### Track usage over the die, run 1

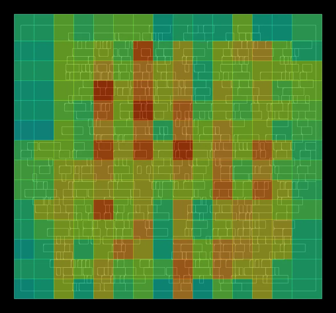
### Met1 routing, run 1

The bar under the picture is 20 um long. Supply wires on this layer in gray.
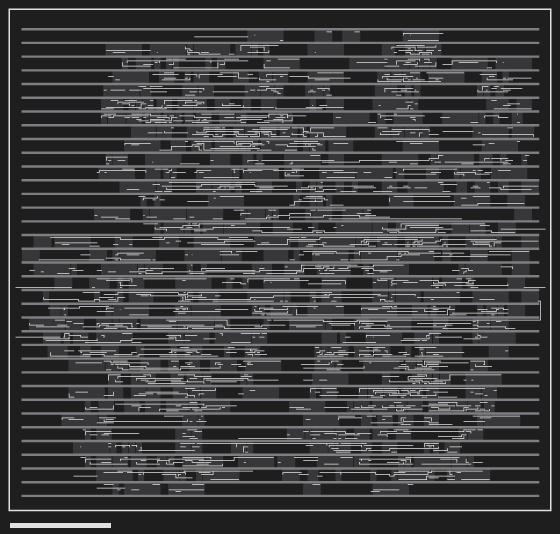
### Layout detail, run 1

The bar under the picture is 10 um long. Window x 34 to 74, y 10 to 50 um. Cells in gray, sequential cells in the stronger gray; small squares are vias.
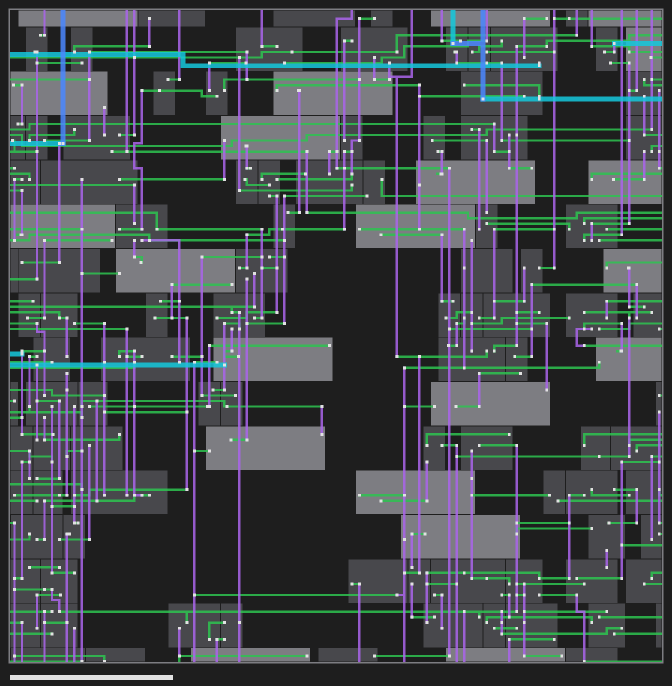
### src/rtl/nes_clk_pkg.sv
// rtl/nes_clk_pkg.sv - shared widths, default divide ratios and key level type
package nes_clk_pkg;

  localparam int DEF_CNT_W = 8;
  localparam int CPU_DIV   = 12;
  localparam int PPU_DIV   = 4;
  localparam int VGA_DIV   = 2;

  // ch0 (CPU) occupies the least significant slice
  localparam logic [3*DEF_CNT_W-1:0] DEF_DIV_INIT =
    {DEF_CNT_W'(VGA_DIV), DEF_CNT_W'(PPU_DIV), DEF_CNT_W'(CPU_DIV)};

  typedef enum logic {
    KEY_PRESSED  = 1'b0,
    KEY_RELEASED = 1'b1
  } key_lvl_e;

endpackage

### src/rtl/clk_div_ch.sv
// rtl/clk_div_ch.sv - one programmable divide channel producing a clock enable and square wave
module clk_div_ch #(
  parameter int               CNT_W   = 8,
  parameter logic [CNT_W-1:0] DIV_RST = CNT_W'(1)
) (
  input  logic             i_clk,
  input  logic             i_reset_n,
  input  logic             i_sys_rst_n,
  input  logic             i_tick,
  input  logic             i_cfg_we,
  input  logic [CNT_W-1:0] i_cfg_div,
  output logic             o_ce,
  output logic             o_sq,
  output logic             o_fired
);

  logic [CNT_W-1:0] r_cnt;
  logic [CNT_W-1:0] r_active;
  logic [CNT_W-1:0] r_shadow;
  logic             r_ce;
  logic             r_sq;
  logic             r_fired;
  logic [CNT_W-1:0] w_div_eff;
  logic [CNT_W-1:0] w_load;
  logic             w_wrap;

  // a zero ratio behaves as divide-by-one
  assign w_div_eff = (r_active == '0) ? CNT_W'(1) : r_active;
  assign w_wrap    = i_tick && (r_cnt == (w_div_eff - CNT_W'(1)));
  assign w_load    = i_cfg_we ? i_cfg_div : r_shadow;

  always_ff @(posedge i_clk) begin
    if (!i_reset_n) begin
      r_cnt    <= '0;
      r_active <= DIV_RST;
      r_shadow <= DIV_RST;
      r_ce     <= 1'b0;
      r_sq     <= 1'b0;
      r_fired  <= 1'b0;
    end else begin
      if (i_cfg_we) begin
        r_shadow <= i_cfg_div;
      end
      if (!i_sys_rst_n) begin
        r_cnt    <= '0;
        r_active <= w_load;
        r_ce     <= 1'b0;
        r_sq     <= 1'b0;
        r_fired  <= 1'b0;
      end else begin
        r_ce <= w_wrap;
        if (w_wrap) begin
          r_cnt    <= '0;
          r_active <= w_load;
          r_sq     <= ~r_sq;
          r_fired  <= 1'b1;
        end else if (i_tick) begin
          r_cnt <= r_cnt + CNT_W'(1);
        end
      end
    end
  end

  assign o_ce    = r_ce;
  assign o_sq    = r_sq;
  assign o_fired = r_fired;

endmodule

### src/rtl/nes_clk_enable_gen.sv
// rtl/nes_clk_enable_gen.sv - NES clock-enable channels with debounced, stretched system reset
module nes_clk_enable_gen
  import nes_clk_pkg::*;
#(
  parameter int                        NUM_CH      = 3,
  parameter int                        CNT_W       = DEF_CNT_W,
  parameter logic [NUM_CH*CNT_W-1:0]   DIV_INIT    = DEF_DIV_INIT,
  parameter int                        DEB_CYC     = 16,
  parameter int                        RST_STRETCH = 32,
  localparam int                       CH_W        = (NUM_CH > 1) ? $clog2(NUM_CH) : 1
) (
  input  logic              clk,
  input  logic              reset_n,
  input  logic              key_rst_n,
  input  logic              cfg_we,
  input  logic [CH_W-1:0]   cfg_ch,
  input  logic [CNT_W-1:0]  cfg_div,
  input  logic              run,
  input  logic              step,
  output logic [NUM_CH-1:0] ce_o,
  output logic [NUM_CH-1:0] sq_o,
  output logic              sys_reset_n_o,
  output logic              locked_o
);

  localparam int DEB_W = $clog2(DEB_CYC + 1);
  localparam int STR_W = $clog2(RST_STRETCH + 1);

  logic [1:0]        r_key_sync;
  key_lvl_e          r_deb;
  key_lvl_e          w_deb_next;
  key_lvl_e          w_sample;
  logic [DEB_W-1:0]  r_deb_cnt;
  logic [DEB_W-1:0]  w_deb_cnt_next;
  logic [STR_W-1:0]  r_stretch;
  logic              r_sys_rst_n;
  logic              w_tick;
  logic [NUM_CH-1:0] w_cfg_hit;
  logic [NUM_CH-1:0] w_fired;

  assign w_sample = key_lvl_e'(r_key_sync[1]);

  // the count tracks consecutive samples disagreeing with the accepted level
  always_comb begin
    w_deb_next     = r_deb;
    w_deb_cnt_next = '0;
    if (w_sample != r_deb) begin
      if (r_deb_cnt == DEB_W'(DEB_CYC - 1)) begin
        w_deb_next = w_sample;
      end else begin
        w_deb_cnt_next = r_deb_cnt + DEB_W'(1);
      end
    end
  end

  always_ff @(posedge clk) begin
    if (!reset_n) begin
      r_key_sync <= '0;
      r_deb      <= KEY_PRESSED;
      r_deb_cnt  <= '0;
    end else begin
      r_key_sync <= {r_key_sync[0], key_rst_n};
      r_deb      <= w_deb_next;
      r_deb_cnt  <= w_deb_cnt_next;
    end
  end

  always_ff @(posedge clk) begin
    if (!reset_n) begin
      r_stretch   <= STR_W'(RST_STRETCH);
      r_sys_rst_n <= 1'b0;
    end else if (w_deb_next == KEY_PRESSED) begin
      r_stretch   <= STR_W'(RST_STRETCH);
      r_sys_rst_n <= 1'b0;
    end else if (r_stretch != '0) begin
      r_stretch <= r_stretch - STR_W'(1);
    end else begin
      r_sys_rst_n <= 1'b1;
    end
  end

  assign w_tick = run | step;

  for (genvar g = 0; g < NUM_CH; g++) begin : g_ch
    assign w_cfg_hit[g] = cfg_we && (int'(cfg_ch) == g);

    clk_div_ch #(
      .CNT_W   (CNT_W),
      .DIV_RST (DIV_INIT[g*CNT_W +: CNT_W])
    ) u_ch (
      .i_clk       (clk),
      .i_reset_n   (reset_n),
      .i_sys_rst_n (r_sys_rst_n),
      .i_tick      (w_tick),
      .i_cfg_we    (w_cfg_hit[g]),
      .i_cfg_div   (cfg_div),
      .o_ce        (ce_o[g]),
      .o_sq        (sq_o[g]),
      .o_fired     (w_fired[g])
    );
  end

  assign sys_reset_n_o = r_sys_rst_n;
  assign locked_o      = r_sys_rst_n & (&w_fired);

endmodule

### config.mk
export PLATFORM = sky130hd
export DESIGN_NAME = nes_clk_enable_gen
export DESIGN_NICKNAME = d
export VERILOG_FILES = /design/src/rtl/nes_clk_pkg.sv /design/src/rtl/clk_div_ch.sv /design/src/rtl/nes_clk_enable_gen.sv
export SDC_FILE = /design/constraint.sdc
export NUM_CORES = 1
export LEC_CHECK = 0
export ABC_CLOCK_PERIOD_IN_PS = 3200
export CORE_AREA = 2 2 105 97
export DETAILED_ROUTE_END_ITERATION = 10
export DIE_AREA = 0 0 107 99
export GPL_TIMING_DRIVEN = 0
export RECOVER_POWER = 50
export SYNTH_ARGS = -nofsm -noshare
export SYNTH_HDL_FRONTEND = slang
export SYNTH_HIERARCHICAL = 1
export SYNTH_SLANG_ARGS = --single-unit
### constraint.sdc
create_clock -name clk -period 3.2 [get_ports clk]
set_input_delay 0.64 -clock clk [delete_from_list [all_inputs] [get_ports clk]]
set_output_delay 0.64 -clock clk [all_outputs]
set_load 0.005 [all_outputs]
==> qor.yml, run 1 <==
final_layout:
  layout-drive-gt1-share: 0.111
  comb_share: 0.435
  flops: 96
  combGateArea_um2: 2150
  sh_seq_area: 0.389
  final_cells: 630
  layout_top_cells: "dfxtp_1 (96), inv_1 (55), nand2_1 (40), nor2_1 (39), xor2_1 (29)"
  clkCellAreaFrac: 0.0405
  num-clock-buffers: 10
  fillers: 903
  largest_cell_class: "logic gates"
  final_layout_top_logic_cell: "dfxtp_1"
  area_growth_pct: 13.3
  nNonClkBuffers: 38
  num-nonclk-inverters: 55
  seqCellArea_um2: 1920
  logic_gate_count: 299
global_route:
  grt_overflow_total: 0
  grt_pass1_wl_um: 14800
  grtUsageMet3: 0.0397
  top_usage_layer: "met2"
  first_global_vias: 3219
synth:
  xor_share: 0.114
  logic_family: "simple AND/OR/NAND/NOR gates"
  ff_type: "dfxtp_1"
  ys_sh_adder: 0.0287
  async_reset_ff_frac: 0
  synthesis.area_um2: 4360
  edf_count: 0
  aoi_share: 0.119
  yosys_area_um2: 4360
  simple_gate_area_frac: 0.154
  yosys-stat-cells: 465
  synth_top_cell_by_count: "dfxtp_1"
  synthMuxAreaShare: 0.0771
  ys_seq_share: 0.440
  ys_top_cells_by_area: "dfxtp_1 (44%), xor2_1 (5.8%), xnor2_1 (5.6%)"
critical_path:
  path_buffers: 1
  worstReg2RegEnd: "g_ch[1].u_ch/o_sq"
  max_stage_delay_ps: 410
  worstSetupPathType: "flip-flop to flip-flop"
  rr_worst_depth: 10
  r2r_slack_ps: 440
  worst_path_max_delay_cell: "clkbuf_1"
  crit_chain: "nor3_1, a31oi_1, ha_1, xor2_1, xnor2_1, and3_1, o2111ai_1, or2_0, clkbuf_1, mux2i_1"
  cp-start-kind: "flip-flop"
  critPathTopFamily: "simple AND/OR/NAND/NOR gates"
  required_ps: 3490
  cp-endpoint: "g_ch[1].u_ch/o_sq"
  timing.rr.start: "g_ch[1].u_ch/r_active[2]"
  crit_start: "g_ch[1].u_ch/r_active[2]"
  end_kind: "flip-flop"
die:
  die-area_um2: 10600
  die_w_um: 107
  die_y_um: 99
  ios: 24
  nWellTaps: 126
  rows: 34
  core_area_um2: 9490
drt:
  m1WireLength_um: 4270
  vias_per_cell: 5.13
  drc: 0
  drtIter0Drc: 115
  top_layer: "met4"
placed_design:
  hpwl_um: 6200
  place_inst: 614
  pre_cts_slack_ps: 439
  place_congestion: 0.844
  place_area_um2: 4750
power_and_ir_drop:
  internal_power_mw: 1.61
  p_comb_frac: 0.067
  clk-power_mw: 0.779
  p_seq_mw: 1.23
  switching_share: 0.251
  power.switching_mw: 0.541
  p_leak_nw: 2.04
  maxPowerGroup: "registers"
  p_per_area_nw_per_um2: 436
  power.share.sequential: 0.572
  total_power_mw: 2.15
  ir_worst_vdd_uv: 214
timing:
  hold_violations: 0
  whs_ps: 452
  layout_worst_path_cycle_share: 0.863
  fin_tns_setup_ps: 0
  fin_skew_ps: 10.1
  worstMarginPinSlew_ps: 530
  period_needed_ps: 2760
  setup_slack_ps: 438
  finalMaxSlewViolations: 0
  max_freq_mhz: 362
clocking:
  numCtsBuffers: 9
  clk_latency_ps: 360
  cts_buffer_depth: 2
  post_cts_buffers: 0
  clk_pin_slew_ps: 100
  ctsHoldBuffers: 0
  root_buffer: "clkbuf_8"
  cts.sinks: 96
hold_path:
  holdPathEnd: "r_key_sync[1]"
  hold_class: "flip-flop to flip-flop"
  hp-start: "r_key_sync[0]"
  hold_depth: 1
status:
  outcome: "finished, final reports clean"
job:
  maxCapViolCount: 0
  warning_count: 27
About 'Track usage over the die':
fin util: 0.521
GR Layer Usage met2: 0.278
WL/cell: 13.3 um
GRT Resource Usage Total: 0.172

About 'Met1 routing':
main direction: horizontal
nets with wire on the layer: 497
longest straight run: 36.3 um
wire length on this layer: 4270 um
share of all routed wire: 51%
met1 GRT Util: 0.232
Vias: 3230
drt total wl: 8390 um

About 'Layout detail':
[M2] purple
[M3] cyan
[M1] green
[M4] blue
sequential cells in the window: 14
cells with their middle in the window: 93
most frequent: inv_1 (16), dfxtp_1 (14), nand2_1 (10)
netlist names of flops here include: `g_ch.u_ch/r_active` (6), `g_ch.u_ch/r_shadow` (6), `g_ch.u_ch/r_cnt` (2)

==> run 2, diff against run 1 <==
Settings changed: CORE_AREA 2 2 105 97 to 2 2 121 111, DIE_AREA 0 0 107 99 to 0 0 123 113.
### Drive-strength map, run 2

The bar under the picture is 20 um long.
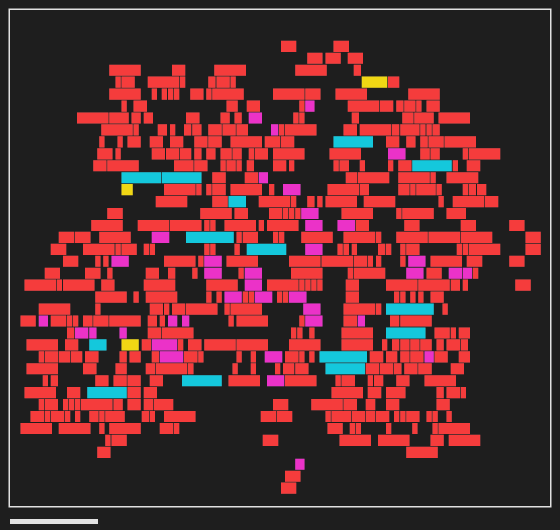
[x1 and smaller] red | cells: 449 | most used: dfxtp_1
[x3 and x4] yellow | cells: 3
[x2] magenta | cells: 38 | most used: mux2_2
[x6 and larger] cyan | cells: 14 | most used: clkbuf_16
setup slack after layout: 427 ps
final instance area: 5130 um2
Repair and plain buffers: 38
area delta synth->final: 17.5%

==> run 2 against run 1 <==
Fmax decreased by 0.36%. Sequential share of layout area decreased by 1.4 points. Global-route usage decreased by 3.1 points. Clock-buffer cell count unchanged. Flip-flop count unchanged. Critical path depth unchanged. Core utilization decreased by 11 points. Routed wire length increased by 5.5%. Synthesized area unchanged. Clock skew decreased by 2.8 ps. Critical path type unchanged. Critical endpoint is now g_ch[2].u_ch/r_active[0]. Largest cell class unchanged. Largest power group unchanged.
==> qor.yml, run 2 <==
synth:
  aoi_share: 0.119  # unchanged
  simple_gate_area_frac: 0.154  # unchanged
  synthesis.area_um2: 4360  # unchanged
  ff_type: "dfxtp_1"  # unchanged
  ys_sh_adder: 0.0287  # unchanged
  yosys_area_um2: 4360  # unchanged
  synth_top_cell_by_count: "dfxtp_1"  # unchanged
  edf_count: 0  # unchanged
  xor_share: 0.114  # unchanged
  ys_seq_share: 0.440  # unchanged
final_layout:
  combGateArea_um2: 2150  # unchanged
  num-clock-buffers: 10  # unchanged
  layout_top_cells: "dfxtp_1 (96), inv_1 (55), nand2_1 (40), nor2_1 (39), xor2_1 (29)"  # unchanged
  seqCellArea_um2: 1920  # unchanged
  final_cells: 668  # was 630
  largest_cell_class: "logic gates"  # unchanged
  clkCellAreaFrac: 0.0656  # was 0.0405
  sh_seq_area: 0.375  # was 0.389
  fillers: 1246  # was 903
timing:
  layout_worst_path_cycle_share: 0.866  # was 0.863
  finalMaxSlewViolations: 0  # unchanged
  hold_violations: 0  # unchanged
  max_freq_mhz: 361  # was 362 MHz
  fin_skew_ps: 7.36  # was 10.1 ps
  worstMarginPinSlew_ps: 501  # was 530 ps
critical_path:
  r2r_slack_ps: 430  # was 440 ps
  crit_start: "g_ch[2].u_ch/r_active[2]"  # was g_ch[1].u_ch/r_active[2]
  timing.rr.start: "g_ch[2].u_ch/r_active[2]"  # was g_ch[1].u_ch/r_active[2]
  worst_path_max_delay_cell: "dfxtp_1"  # was clkbuf_1
  cp-start-kind: "flip-flop"  # unchanged
  critPathTopFamily: "simple AND/OR/NAND/NOR gates"  # unchanged
  cp-endpoint: "g_ch[2].u_ch/r_active[0]"  # was g_ch[1].u_ch/o_sq
  crit_chain: "nor3_1, a31oi_1, ha_1, xor2_1, xnor2_1, and3_1, o2111ai_1, or2_0, clkbuf_1, a32oi_1"  # was nor3_1, a31oi_1, ha_1, xor2_1, xnor2_1, and3_1, o2111ai_1, or2_0, clkbuf_1, mux2i_1
  max_stage_delay_ps: 370  # was 410 ps
clocking:
  post_cts_buffers: 0  # unchanged
  cts_buffer_depth: 2  # unchanged
  ctsHoldBuffers: 0  # unchanged
  root_buffer: "clkbuf_16"  # was clkbuf_8
  clk_pin_slew_ps: 70  # was 100 ps
  numCtsBuffers: 9  # unchanged
  clk_latency_ps: 340  # was 360 ps
  cts.sinks: 96  # unchanged
placed_design:
  place_congestion: 0.825  # was 0.844
  pre_cts_slack_ps: 437  # was 439 ps
  place_inst: 652  # was 614
power_and_ir_drop:
  p_leak_nw: 2.10  # was 2.04 nW
  switching_share: 0.206  # was 0.251
  maxPowerGroup: "registers"  # unchanged
  total_power_mw: 2.58  # was 2.15 mW
  p_comb_frac: 0.056  # was 0.067
  clk-power_mw: 1.21  # was 0.779 mW
  power.switching_mw: 0.533  # was 0.541 mW
  p_per_area_nw_per_um2: 504  # was 436 nW/um2
hold_path:
  holdPathEnd: "r_key_sync[1]"  # unchanged
  hp-start: "r_key_sync[0]"  # unchanged
die:
  ios: 24  # unchanged
  die_y_um: 113  # was 99 um
  core_area_um2: 12600  # was 9490 um2
  die_w_um: 123  # was 107 um
  nWellTaps: 164  # was 126
  rows: 39  # was 34
global_route:
  top_usage_layer: "met2"  # unchanged
  grt_overflow_total: 0  # unchanged
drt:
  top_layer: "met4"  # unchanged
  drc: 0  # unchanged
  drt_wl_total_um: 8850  # was 8390 um
  m1WireLength_um: 4390  # was 4270 um
  drtIter0Drc: 171  # was 115
status:
  outcome: "finished, final reports clean"  # unchanged
job:
  warning_count: 27  # unchanged
  maxCapViolCount: 0  # unchanged
### Track usage over the die, run 2

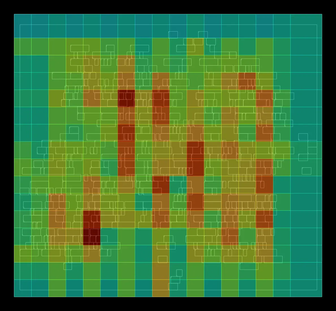
met3 Use GR: 0.0469
GRT Resource Usage Total: 0.141
fin util: 0.407
WL/cell: 13.3 um

==> run 3, diff against run 2 <==
Settings changed: SETUP_SLACK_MARGIN set to 0.5.
### Met1 routing, run 3

The bar under the picture is 20 um long. Supply wires on this layer in gray.
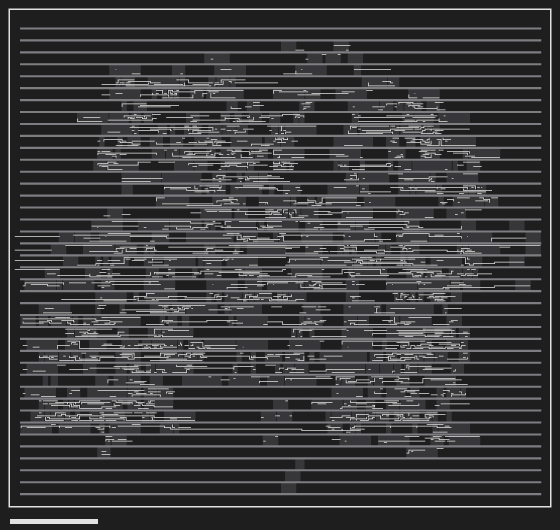
main direction: horizontal
longest straight run: 36.8 um
share of all routed wire: 47%
nets with wire on the layer: 493
wire length on this layer: 4300 um
met1 GRT Util: 0.181
drt total wl: 9130 um
Vias: 3251

==> run 3 against run 2 <==
Setup slack improved by 71 ps. Non-clock buffer count is 3 higher. Routed wire length rose by 3.1%. Clock skew shrank 3.2 ps. Core utilization is 0.67 points higher. Sequential power hardly changed. Register-to-register slack improved by 70 ps. Clock power is essentially flat. Die area unchanged. Critical path depth stayed put.
==> qor.yml, run 3 <==
final_layout:
  sh_seq_area: 0.369  # was 0.375
  num-clock-buffers: 10  # unchanged
  combGateArea_um2: 2200  # was 2150 um2
  largest_cell_class: "logic gates"  # unchanged
  fillers: 1237  # was 1246
  final_layout_top_logic_cell: "dfxtp_1"  # unchanged
  flops: 96  # unchanged
  logic_gate_count: 299  # unchanged
  layout_top_cells: "dfxtp_1 (94), inv_1 (55), nand2_1 (40), nor2_1 (39), xor2_1 (29)"  # was dfxtp_1 (96), inv_1 (55), nand2_1 (40), nor2_1 (39), xor2_1 (29)
  clkCellAreaFrac: 0.0646  # was 0.0656
  comb_share: 0.423  # was 0.420
  final_cells: 671  # was 668
  postLayoutCoreUtil: 0.414  # was 0.407
  layout-drive-gt1-share: 0.130  # was 0.109
synth:
  ys_seq_share: 0.440  # unchanged
  simple_gate_area_frac: 0.154  # unchanged
  ys_top_cells_by_area: "dfxtp_1 (44%), xor2_1 (5.8%), xnor2_1 (5.6%)"  # unchanged
  ff_type: "dfxtp_1"  # unchanged
  async_reset_ff_frac: 0  # unchanged
  ys_sh_adder: 0.0287  # unchanged
  yosys_area_um2: 4360  # unchanged
  synthesis.area_um2: 4360  # unchanged
  edf_count: 0  # unchanged
  yosys-stat-cells: 465  # unchanged
  aoi_share: 0.119  # unchanged
  synthMuxAreaShare: 0.0771  # unchanged
critical_path:
  cp-endpoint: "g_ch[0].u_ch/r_active[6]"  # was g_ch[2].u_ch/r_active[0]
  worstSetupPathType: "flip-flop to flip-flop"  # unchanged
  rr_worst_depth: 10  # unchanged
  path_buffers: 1  # unchanged
  cp-start-kind: "flip-flop"  # unchanged
  end_kind: "flip-flop"  # unchanged
  crit_start: "g_ch[0].u_ch/r_active[2]"  # was g_ch[2].u_ch/r_active[2]
  critPathTopFamily: "AND-OR/OR-AND gates"  # was simple AND/OR/NAND/NOR gates
  worst_path_max_delay_cell: "dfxtp_1"  # unchanged
  timing.rr.start: "g_ch[0].u_ch/r_active[2]"  # was g_ch[2].u_ch/r_active[2]
clocking:
  clk_latency_ps: 340  # about the same
  cts_buffer_depth: 2  # unchanged
  root_buffer: "clkbuf_16"  # unchanged
  numCtsBuffers: 9  # unchanged
  cts.sinks: 96  # unchanged
  post_cts_buffers: 0  # unchanged
power_and_ir_drop:
  switching_share: 0.207  # was 0.206
  power.switching_mw: 0.537  # was 0.533 mW
  p_leak_nw: 2.13  # was 2.10 nW
  internal_power_mw: 2.05  # about the same
  p_per_area_nw_per_um2: 497  # was 504 nW/um2
  p_comb_frac: 0.058  # was 0.056
  ir_worst_vdd_uv: 294  # was 292 uV
  clk-power_mw: 1.20  # was 1.21 mW
drt:
  m1WireLength_um: 4300  # was 4390 um
  top_layer: "met4"  # unchanged
  vias_per_cell: 4.85  # was 4.82
  drtIter0Drc: 188  # was 171
  drc: 0  # unchanged
  wl_per_cell_um: 13.6  # was 13.3 um
global_route:
  use_met2: 0.229  # was 0.228
  grt_usage: 0.141  # about the same
  grt_overflow_total: 0  # unchanged
  first_global_vias: 3261  # was 3260
  grtUsageMet3: 0.0469  # unchanged
  top_usage_layer: "met2"  # unchanged
placed_design:
  place_congestion: 0.825  # unchanged
  place_inst: 652  # unchanged
  hpwl_um: 6590  # unchanged
  pre_cts_slack_ps: 437  # unchanged
timing:
  hold_violations: 0  # unchanged
  period_needed_ps: 2700  # was 2770 ps
  whs_ps: 444  # about the same
  fin_skew_ps: 4.20  # was 7.36 ps
  worstMarginPinSlew_ps: 493  # was 501 ps
  max_freq_mhz: 370  # was 361 MHz
  fin_tns_setup_ps: 0  # unchanged
hold_path:
  hp-start: "r_key_sync[0]"  # unchanged
  hold_depth: 1  # unchanged
  holdPathEnd: "r_key_sync[1]"  # unchanged
die:
  rows: 39  # unchanged
  core_area_um2: 12600  # unchanged
  die_y_um: 113  # unchanged
  ios: 24  # unchanged
  die-area_um2: 13900  # unchanged
job:
  maxCapViolCount: 0  # unchanged
status:
  outcome: "finished, final reports clean"  # unchanged
### Drive-strength map, run 3

The bar under the picture is 20 um long.
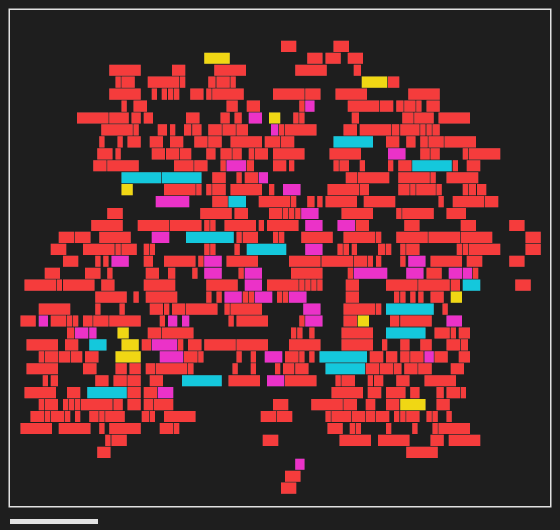
[x3 and x4] yellow | cells: 10 | most used: nor3_4
[x1 and smaller] red | cells: 441 | most used: dfxtp_1
[x2] magenta | cells: 41 | most used: mux2_2
[x6 and larger] cyan | cells: 15 | most used: clkbuf_16
area delta synth->final: 19.4%
setup slack after layout: 499 ps
final instance area: 5210 um2
Repair and plain buffers: 41

Power and IR drop assume default switching activity.
